### src/rtl/crc16_arb.sv
// Round-robin arbiter sharing one nibble-serial CRC16 (poly 0x1021, MSB-first) engine
// between N_REQ word-stream requesters. Optional word/result reflection: CRC16_ARB_REFLECT_EN.
module crc16_arb #(
  parameter int N_REQ = 4,
  parameter int ID_W  = $clog2(N_REQ)
) (
  input  logic                  clk_i,
  input  logic                  rst_i,
  input  logic                  en_i,
  input  logic [N_REQ-1:0]      req_valid_i,
  output logic [N_REQ-1:0]      req_ready_o,
  input  logic [N_REQ*16-1:0]   req_data_i,
  input  logic [N_REQ-1:0]      req_last_i,
  input  logic [N_REQ*16-1:0]   init_i,
  input  logic [N_REQ*16-1:0]   xorv_i,
`ifdef CRC16_ARB_REFLECT_EN
  input  logic [N_REQ-1:0]      reflect_i,
`endif
  output logic                  resp_valid_o,
  input  logic                  resp_ready_i,
  output logic [ID_W-1:0]       resp_id_o,
  output logic [15:0]           resp_crc_o,
  output logic                  busy_o
);

  typedef enum logic [2:0] {
    IDLE, ACCEPT, SHIFT1, SHIFT2, SHIFT3, SHIFT4, RESP
  } state_t;

  state_t          state, state_nx;
  logic [ID_W-1:0] gnt, rr, pick;
  logic            found;
  logic [ID_W:0]   cand;
  logic [15:0]     crc, word;
  logic            last;
  logic            refl;
  logic [15:0]     data_sel, init_sel, xorv_sel, crc_fin;
  logic [3:0]      nib;

  function automatic logic [15:0] crc16_step(input logic [15:0] c, input logic [3:0] n);
    logic [15:0] r;
    r = c;
    for (int unsigned i = 0; i < 4; i++) begin
      if (r[15] ^ n[3-i]) r = (r << 1) ^ 16'h1021;
      else                r = r << 1;
    end
    return r;
  endfunction

  function automatic logic [15:0] rev16(input logic [15:0] v);
    logic [15:0] r;
    r = '0;
    for (int unsigned i = 0; i < 16; i++) r[i] = v[15-i];
    return r;
  endfunction

  assign data_sel = req_data_i[{gnt, 4'b0000} +: 16];
  assign init_sel = init_i[{pick, 4'b0000} +: 16];
  assign xorv_sel = xorv_i[{gnt, 4'b0000} +: 16];
  assign crc_fin  = refl ? rev16(crc) : crc;
  assign busy_o   = (state != IDLE);

  // Scan rr, rr+1, ... with explicit wrap so non-power-of-two N_REQ works.
  always_comb begin
    found = 1'b0;
    pick  = '0;
    cand  = '0;
    for (int unsigned i = 0; i < N_REQ; i++) begin
      cand = {1'b0, rr} + (ID_W+1)'(i);
      if (cand >= (ID_W+1)'(N_REQ)) cand = cand - (ID_W+1)'(N_REQ);
      if (!found && req_valid_i[cand[ID_W-1:0]]) begin
        found = 1'b1;
        pick  = cand[ID_W-1:0];
      end
    end
  end

  always_comb begin
    case (state)
      SHIFT1:  nib = word[15:12];
      SHIFT2:  nib = word[11:8];
      SHIFT3:  nib = word[7:4];
      default: nib = word[3:0];
    endcase
  end

  always_ff @(posedge clk_i or posedge rst_i) begin
    if (rst_i) state <= IDLE;
    else       state <= state_nx;
  end

  always_comb begin
    state_nx     = state;
    req_ready_o  = '0;
    resp_valid_o = 1'b0;
    resp_id_o    = '0;
    resp_crc_o   = '0;
    case (state)
      IDLE:   if (en_i && found) state_nx = ACCEPT;
      ACCEPT: begin
        req_ready_o[gnt] = 1'b1;
        if (req_valid_i[gnt]) state_nx = SHIFT1;
      end
      SHIFT1: state_nx = SHIFT2;
      SHIFT2: state_nx = SHIFT3;
      SHIFT3: state_nx = SHIFT4;
      SHIFT4: state_nx = last ? RESP : ACCEPT;
      RESP: begin
        resp_valid_o = 1'b1;
        resp_id_o    = gnt;
        resp_crc_o   = crc_fin ^ xorv_sel;
        if (resp_ready_i) state_nx = IDLE;
      end
      default: state_nx = IDLE;
    endcase
  end

`ifdef CRC16_ARB_REFLECT_EN
  always_ff @(posedge clk_i or posedge rst_i) begin
    if (rst_i)                                   refl <= 1'b0;
    else if (state == IDLE && en_i && found)     refl <= reflect_i[pick];
  end
`else
  assign refl = 1'b0;
`endif

  always_ff @(posedge clk_i or posedge rst_i) begin
    if (rst_i) begin
      gnt  <= '0;
      rr   <= '0;
      crc  <= '0;
      word <= '0;
      last <= 1'b0;
    end else begin
      case (state)
        IDLE: if (en_i && found) begin
          gnt <= pick;
          crc <= init_sel;
        end
        ACCEPT: if (req_valid_i[gnt]) begin
          word <= refl ? rev16(data_sel) : data_sel;
          last <= req_last_i[gnt];
        end
        SHIFT1, SHIFT2, SHIFT3, SHIFT4: crc <= crc16_step(crc, nib);
        RESP: if (resp_ready_i)
          rr <= (gnt == ID_W'(N_REQ-1)) ? '0 : gnt + 1'b1;
        default: ;
      endcase
    end
  end

endmodule

### config.mk
export PLATFORM = sky130hd
export DESIGN_NAME = crc16_arb
export DESIGN_NICKNAME = d
export VERILOG_FILES = /design/src/rtl/crc16_arb.sv
export SDC_FILE = /design/constraint.sdc
export NUM_CORES = 1
export LEC_CHECK = 0
export ABC_AREA = 0
export CORE_MARGIN = 3
export CORE_UTILIZATION = 34
export DETAILED_ROUTE_END_ITERATION = 6
export GPL_ROUTABILITY_DRIVEN = 0
export PLACE_DENSITY = 0.79
export RECOVER_POWER = 100
export SETUP_SLACK_MARGIN = 0.02
export SYNTH_ARGS = -nofsm -noshare
export SYNTH_HDL_FRONTEND = slang
export SYNTH_SLANG_ARGS = --single-unit
### constraint.sdc
create_clock -name clk_i -period 2.2 [get_ports clk_i]
set_input_delay 0.55 -clock clk_i [delete_from_list [all_inputs] [get_ports clk_i]]
set_output_delay 0.55 -clock clk_i [all_outputs]
set_load 0.02 [all_outputs]
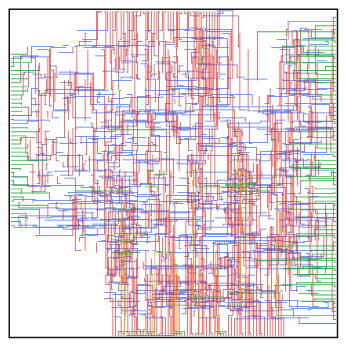
(images/wires.png)
(3 px per um)
Key: orange = metal 4 [wire length 499 um]; green = metal 3 [wire length 1200 um]; red = metal 2 [wire length 7550 um]; blue = metal 1 [wire length 4860 um]

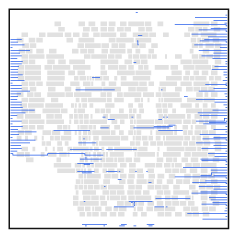
(images/layer_met3.png)
(2 px per um)
152 nets have wire on it. The wires run mostly horizontal. The layer holds 8.5% of the routed length. The layer carries 1200 um of wire.
met3 GRT Util: 0.0533
vias post-DR: 3938
final WL: 14.1 mm

==> impl_metrics.toml <==
# yosys + openroad results
[outcome]
status = "complete, but fails checks"
violations = "setup timing"

[route]
wl_met2_mm = 7.55
ant_nets = 0
drc = 0

[floorplan]
chipArea_mm2 = 0.0119
fp.dieH_um = 109
die_width_um = 109
coreArea_mm2 = 0.0100

[logic_synthesis]
synth_area_mm2 = 0.00360
synth_warnings = 0
postSynthSeqShare = 0.278
ys_cells = 327
syn_avg_cell_area_um2 = 11.0
synthArstFlopShare = 1.00

[cells_and_area]
reg_top3 = "crc: 16 flops, word: 16 flops, state: 3 flops"
fin_nets = 812
seq_cell_count = 40
final-clk-cell-share = 0.0159
area.sequential_mm2 = 0.00100
nClkBuffers = 6
buf_share = 0.414
inv_count = 7

[timing]
report.final.setup_viol = 16
max_freq_ghz = 0.408
setup_ws_ns = -0.249

[pwr]
power-per-cell-area_mw_per_mm2 = 1060
pwr-share-clk = 0.082

[critical_path]
crit_type = "flip-flop to primary output"
rr_endpoint = "word[1]$_DFFE_PP0P_"
path_buffers = 3
path_delay_family = "multiplexers"
reg2reg_slack_ns = 0.07

[clock_network]
tritoncts = "done"
cts_root_buf = "clkbuf_8"
cts_post_setup_buffers_inserted = 9
cts_max_level = 2
clockBufferDepth = 2

[global_route]
top_usage_layer = "met2"
grt_first_pass_wirelength_mm = 21.1

[job]
tool_warnings = 32

[placement]
place_area_mm2 = 0.00641
power groups by stage:
| stage | Sequential (W) | Clock [W] | Combinational, W |
|---|---|---|---|
| final | 0.00155 | 0.000588 | 0.00501 |
| after global routing | 0.00161 | 0.000626 | 0.00542 |
| after CTS | 0.00156 | 0.000599 | 0.00492 |
| after detailed placement | 0.00157 | 0 | 0.00462 |
| after global placement | 0.00156 | 0 | 0.00447 |
| after floorplan | 0.00137 | 0 | 0.00316 |
cell families (layout without fill, tap and decap cells):
logic type               Yosys count  after routing  share of synthesized area
flip-flops                        40             40                      0.278
adder cells (fa/ha/maj)            4              4                     0.0139
AND/OR/NAND/NOR                   69             69                     0.0896
buffers and inverters             32            310                     0.0469
other                              0              1                          0
XOR/XNOR                          28             28                     0.0681
AND-OR/OR-AND                     72             72                      0.149
multiplexers                      82             82                      0.354
No activity file was given, so power comes from the tool's default toggle rates.
